### M3 wires

The bar under the picture is 20 µm long.
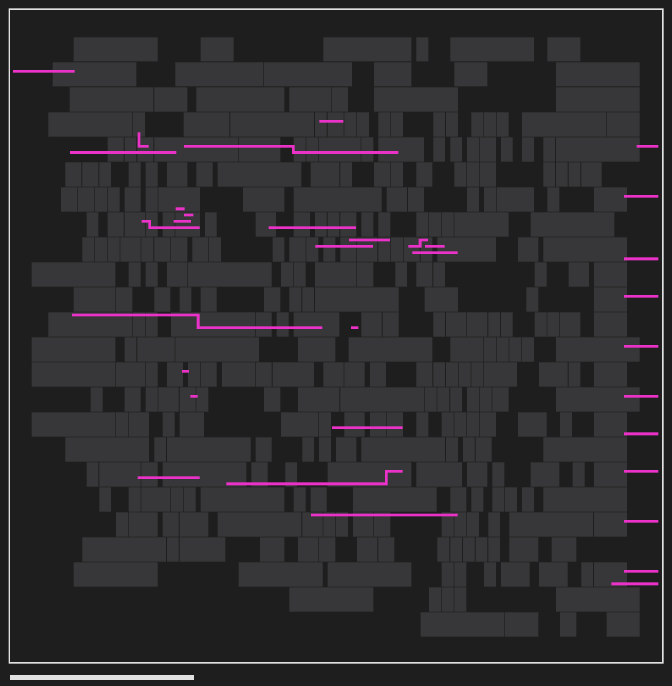
### Clock wires, drivers and flops

The bar under the picture is 20 µm long.
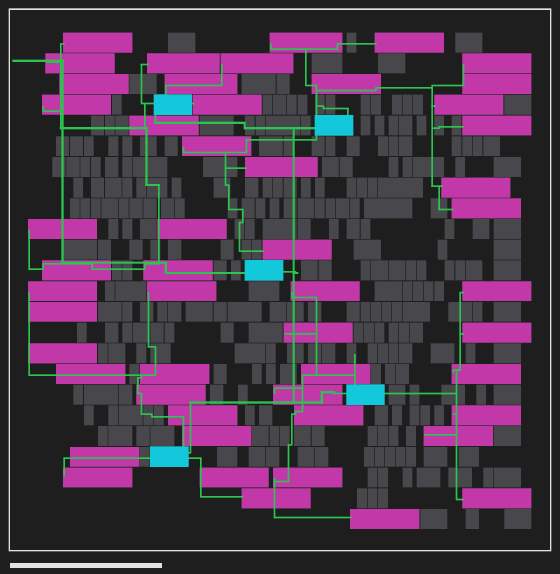
### Track usage over the die

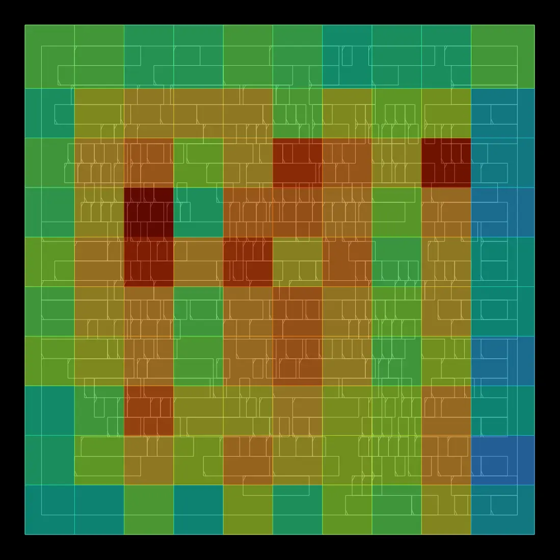
[src/rtl/ps2_rx_decoder.sv]
// PS/2 device-to-host receiver: synchronises the raw lines, deserialises 11-bit frames and folds E0/F0 prefixes into flags.
// Optional ps2_clk level filter is enabled by defining PS2_GLITCH_FILTER_EN.
module ps2_rx_decoder #(
    parameter int TIMEOUT_CYCLES = 100000,
    parameter int FILTER_LEN     = 8
) (
    input  logic       clk,
    input  logic       resetn,
    input  logic       ps2_clk,
    input  logic       ps2_dat,
    output logic [7:0] code,
    output logic       code_valid,
    output logic       is_break,
    output logic       is_ext,
    output logic       err_parity,
    output logic       err_frame
);

    localparam int TO_W = $clog2(TIMEOUT_CYCLES + 1);

    if (FILTER_LEN < 1 || TIMEOUT_CYCLES < 2) begin : g_param_check
        $error("ps2_rx_decoder: FILTER_LEN must be >= 1 and TIMEOUT_CYCLES >= 2");
    end

    typedef enum logic [1:0] {
        IDLE   = 2'd0,
        DATA   = 2'd1,
        PARITY = 2'd2,
        STOP   = 2'd3
    } state_t;

    logic clk_s1, clk_s2, dat_s1, dat_s2;
    logic clk_lvl, clk_prev, fall;

    // Both lines get identical sync depth so data stays aligned with the clock edge.
    always_ff @(posedge clk or negedge resetn) begin
        if (!resetn) begin
            clk_s1 <= 1'b1;
            clk_s2 <= 1'b1;
            dat_s1 <= 1'b1;
            dat_s2 <= 1'b1;
        end else begin
            clk_s1 <= ps2_clk;
            clk_s2 <= clk_s1;
            dat_s1 <= ps2_dat;
            dat_s2 <= dat_s1;
        end
    end

`ifdef PS2_GLITCH_FILTER_EN
    localparam int FW = (FILTER_LEN > 1) ? $clog2(FILTER_LEN) : 1;

    logic          clk_filt;
    logic [FW-1:0] filt_cnt;

    // Level only follows the input after FILTER_LEN consecutive differing samples.
    always_ff @(posedge clk or negedge resetn) begin
        if (!resetn) begin
            clk_filt <= 1'b1;
            filt_cnt <= '0;
        end else if (clk_s2 == clk_filt) begin
            filt_cnt <= '0;
        end else if (filt_cnt == FW'(FILTER_LEN - 1)) begin
            clk_filt <= clk_s2;
            filt_cnt <= '0;
        end else begin
            filt_cnt <= filt_cnt + 1'b1;
        end
    end

    assign clk_lvl = clk_filt;
`else
    assign clk_lvl = clk_s2;
`endif

    always_ff @(posedge clk or negedge resetn) begin
        if (!resetn) clk_prev <= 1'b1;
        else         clk_prev <= clk_lvl;
    end

    assign fall = clk_prev & ~clk_lvl;

    state_t          state;
    logic [7:0]      shreg;
    logic [2:0]      bit_cnt;
    logic            par;
    logic [TO_W-1:0] to_cnt;
    logic            ext_pend, brk_pend;

    always_ff @(posedge clk or negedge resetn) begin
        if (!resetn) begin
            state      <= IDLE;
            shreg      <= '0;
            bit_cnt    <= '0;
            par        <= 1'b0;
            to_cnt     <= '0;
            ext_pend   <= 1'b0;
            brk_pend   <= 1'b0;
            code       <= '0;
            code_valid <= 1'b0;
            is_break   <= 1'b0;
            is_ext     <= 1'b0;
            err_parity <= 1'b0;
            err_frame  <= 1'b0;
        end else begin
            code_valid <= 1'b0;
            err_parity <= 1'b0;
            err_frame  <= 1'b0;
            case (state)
                IDLE: begin
                    to_cnt <= '0;
                    if (fall) begin
                        if (!dat_s2) begin
                            state   <= DATA;
                            bit_cnt <= '0;
                        end else begin
                            err_frame <= 1'b1;
                            ext_pend  <= 1'b0;
                            brk_pend  <= 1'b0;
                        end
                    end
                end
                default: begin
                    if (fall) begin
                        to_cnt <= '0;
                        case (state)
                            DATA: begin
                                shreg[bit_cnt] <= dat_s2;
                                if (bit_cnt == 3'd7) state <= PARITY;
                                else                 bit_cnt <= bit_cnt + 3'd1;
                            end
                            PARITY: begin
                                par   <= dat_s2;
                                state <= STOP;
                            end
                            default: begin
                                state <= IDLE;
                                // Parity is judged before the stop bit so only one error is reported.
                                if (!(^{shreg, par})) begin
                                    err_parity <= 1'b1;
                                    ext_pend   <= 1'b0;
                                    brk_pend   <= 1'b0;
                                end else if (!dat_s2) begin
                                    err_frame <= 1'b1;
                                    ext_pend  <= 1'b0;
                                    brk_pend  <= 1'b0;
                                end else if (shreg == 8'hE0) begin
                                    ext_pend <= 1'b1;
                                end else if (shreg == 8'hF0) begin
                                    brk_pend <= 1'b1;
                                end else begin
                                    code       <= shreg;
                                    is_break   <= brk_pend;
                                    is_ext     <= ext_pend;
                                    code_valid <= 1'b1;
                                    ext_pend   <= 1'b0;
                                    brk_pend   <= 1'b0;
                                end
                            end
                        endcase
                    end else if (to_cnt == TO_W'(TIMEOUT_CYCLES - 1)) begin
                        state     <= IDLE;
                        to_cnt    <= '0;
                        err_frame <= 1'b1;
                        ext_pend  <= 1'b0;
                        brk_pend  <= 1'b0;
                    end else begin
                        to_cnt <= to_cnt + 1'b1;
                    end
                end
            endcase
        end
    end

endmodule
[config.mk]
export PLATFORM = sky130hd
export DESIGN_NAME = ps2_rx_decoder
export DESIGN_NICKNAME = d
export VERILOG_FILES = /design/src/rtl/ps2_rx_decoder.sv
export SDC_FILE = /design/constraint.sdc
export NUM_CORES = 1
export LEC_CHECK = 0
export ABC_AREA = 1
export CORE_MARGIN = 2
export CORE_UTILIZATION = 59
export CTS_CLUSTER_DIAMETER = 30
export DETAILED_ROUTE_END_ITERATION = 10
export PLACE_DENSITY = 0.8
export SYNTH_ARGS = -nofsm -noshare
export SYNTH_HDL_FRONTEND = slang
export SYNTH_SLANG_ARGS = --single-unit
[constraint.sdc]
create_clock -name clk -period 2.4 [get_ports clk]
set_input_delay 0.24 -clock clk [delete_from_list [all_inputs] [get_ports clk]]
set_output_delay 0.24 -clock clk [all_outputs]
set_load 0.005 [all_outputs]
==> results.yml <==
# physical design summary
finish:
  regArea_um2: 1280
  drive_gt1_share_pct: 15.3
  fin_nets: 344
  final_cell_mix: "nand2_1, dfrtp_1, nor2_1, inv_1, a21oi_1"
  num_antenna_cells: 0
  final_common_cell: "nand2_1"
  num-fill-cells: 361
  combGateArea_um2: 1180
  area_growth_pct: 11.0
logic_synthesis:
  edf_count: 0
  ys_seq_elements: 51
  netlist_instances: 310
  fp_nets: 322
  ys_area_um2: 2640
  topCellsByArea: "dfrtp_1, nand2_1, dfstp_2"
  ys_types: 35
  ff_type: "dfrtp_1"
  netlist_area_um2: 2640
  yosysWarningCount: 0
  synth_area_per_cell_um2: 8.52
  yosysTopAreaCell: "dfrtp_1"
  netlist.area_leader.share_pct: 43.6
  yosysSeqAreaShare_pct: 48.5
  yosys-stat-cells: 310
  synthArstFlopShare_pct: 100
detailed_routing:
  first_pass_iters: 4
  drc: 0
  drt_iter0_drc: 137
  ant_nets: 0
  detail_route.vias_per_cell: 5.31
  post_drt_wl_per_cell_um: 11.8
grt:
  grt_pass1_wl_um: 8150
  use_met3_pct: 4.70
  globalRouteTotalUtil_pct: 20.5
  grt_busiest_layer: "met2"
  grt_pass1_vias: 1965
  grt.overflow.total: 0
  grt_start_max_net_pins: 26
  antenna_found_initial: 0
worst_setup_path:
  crit_path_start_kind: "flop"
  cp_slowest_cell: "dfrtp_1"
  crit_chain: "inv_1 -> ha_1 -> or2_2 -> nor3_4 -> nand2_4 -> nand2_1 -> o21ai_2"
  critPathMaxFanout: 17
  cp_slowest_stage_delay_ns: 0.40
  critPathKind: "flop to flop"
  critPathArrivalTime_ns: 2.08
  end_kind: "flop"
  critPathRequiredTime_ns: 2.60
power_and_ir_drop:
  switchingPower_mw: 0.821
  total_power_mw: 2.26
  peakVddDrop_mv: 0.399
  intPower_mw: 1.44
  power_density_nw_per_um2: 770
  power_frac_comb_pct: 32.0
  seqPwrFrac_pct: 47.0
  p_sw_share_pct: 36.3
  leakage_nw: 1.35
clock_tree:
  cts_made_buffers: 5
  clk_pin_slew_ns: 0.09
  htree_levels: 2
  cts-root-buf: "clkbuf_8"
  max-clock-path-buffers: 2
  cts.sinks: 51
  cts_tree: "done"
timing:
  hold_viol_final: 0
  clock.fmax_ghz: 0.531
  worst_slack_ns: 0.517
  min_period_ns: 1.88
  slew_headroom_pct: 75.0
  setup_violations: 0
  tightest_slew_ns: 0.374
  final-max-slew-violation-count: 0
  rsz0062_at_grt: "false"
  finalCritPeriodShare_pct: 78.5
  final.setup.tns_ns: 0
floorplan:
  io_pins: 17
  die_y_um: 70.9
  die-area_um2: 5030
  die_w_um: 70.9
  rows: 24
  fp_util_pct: 61.1
  core_um2: 4320
job:
  cap_violations: 0
  warning_count: 30
placed_design:
  place_ws_ns: 0.520
  port_buffers: 16
  dpl.hpwl_um: 3510
  gp_congestion: 0.789
hold_path:
  hp-class: "input port to asynchronous set/reset pin"
outcome:
  outcome: "complete, no violations"
## Picture notes: 'M3 wires'
nets with wire on the layer = 28
share of all routed wire = 4.4%
Routed WL: 4560 µm
routed vias: 2044

## Picture notes: 'Clock wires, drivers and flops'
flip-flops -> magenta  # count 51
clock wires -> green  # length 593 µm
clock-net drivers -> cyan  # count 5
routed clock nets = 6
flops lie = spread over the die
P_clk: 0.474 mW
Latency at later pin: 0.31 ns
Clock Skews: 0.00822 ns
clock power share: 21.0%

## Picture notes: 'Track usage over the die'
M2 GR Usage: 35.3%
met1 GRT Util: 24.5%
Core Util, Final: 67.9%

[sequential cells by signal, summed over array words and instances (netlist names), 2 cells and up]
signal / cells
shreg: 8
to_cnt: 17
bit_cnt: 3
state: 2
code: 8
[path summary, 6_finish.rpt]
kind,slack [ns],startpoint,endpoint,cells after the start
max in group asynchronous,1.46,resetn,clk_s1,3
min reg2reg,0.36,dat_s1,dat_s2,0
min,0.32,resetn,code[6],2
min in group clk,0.34,ps2_dat,dat_s1,1
max,0.52,state[0],code[6],7
max reg2reg,0.52,state[0],code[6],7
[kinds of logic (layout without fill, tap and decap cells)]
| kind of cell | Yosys count | in the layout | synth area share (%) |
|---|---|---|---|
| AND/OR/NAND/NOR | 156 | 156 | 28.6 |
| flip-flops | 51 | 51 | 48.5 |
| AND-OR/OR-AND | 48 | 48 | 10.9 |
| buffers and inverters | 43 | 66 | 6.82 |
| adder cells (fa/ha/maj) | 8 | 8 | 3.79 |
| XOR/XNOR | 4 | 4 | 1.33 |
[metal layers]
| metal | up-vias | part of all wire (%) |
|---|---|---|
| met5 | - | 0 |
| met4 | 0 | 2.3 |
| met3 | 11 | 4.4 |
| met2 | 52 | 50 |
| met1 | 934 | 43 |
| li1 | 1047 | - |
[power by group through the flow]
| stage | logic, mW | clock network, mW | registers (mW) |
|---|---|---|---|
| floorplan | 0.561 | 0 | 1.06 |
| global placement | 0.696 | 0 | 1.07 |
| detailed placement | 0.725 | 0 | 1.08 |
| CTS | 0.732 | 0.486 | 1.06 |
| global route | 0.820 | 0.514 | 1.08 |
| finish | 0.723 | 0.474 | 1.06 |
[repair_timing]
item	in CTS	in global routing
hold buffers	1	0
setup buffers	0	0
endpoints found under the hold margin	9	0
resized	0	0
[final cells by class]
| class | count | area share, % |
|---|---|---|
| clock buffer | 8 | 2.73 |
| inverter | 39 | 4.99 |
| multi-input combinational | 216 | 40.2 |
| sequential | 51 | 43.7 |
| tap | 52 | 2.22 |
| timing repair buffer | 19 | 6.14 |
[through the flow]
| stage | utilization (%) | area [µm²] | instances | hold WS (ns) |
|---|---|---|---|---|
| 2_1_floorplan | - | 2640 | 310 | -0.0556 |
| 3_3_place_gp | 65.8 | 2840 | 376 | 0.115 |
| 3_5_place_dp | 65.8 | 2840 | 376 | 0.117 |
| 4_1_cts | 67.9 | 2930 | 385 | 0.331 |
| 5_1_grt | 67.9 | 2930 | 385 | 0.333 |
| 6_report | 67.9 | 2930 | 385 | 0.317 |
[Yosys cell counts, types with 3 or more instances]
cell	count
o21ai_2	6
nand3_1	14
nand4_1	3
nand2_2	8
a21oi_1	17
dfrtp_1	46
inv_2	8
dfstp_2	5
nor3_1	11
xor2_1	3
ha_1	8
inv_1	29
nor2_4	4
nand3_2	4
nor2_1	30
o21ai_0	11
nand2_1	73
a31oi_1	10
[critical path, delay by kind of cell (launching register included)]
kind                       cells  cell delay [ns]
and+or+nand+nor                4             0.89
DFF                            1             0.40
adders and majority gates      1             0.32
buffers and inverters          1             0.10
AOI/OAI and AO/OA              1             0.06
No activity file was given, so power comes from the tool's default toggle rates.
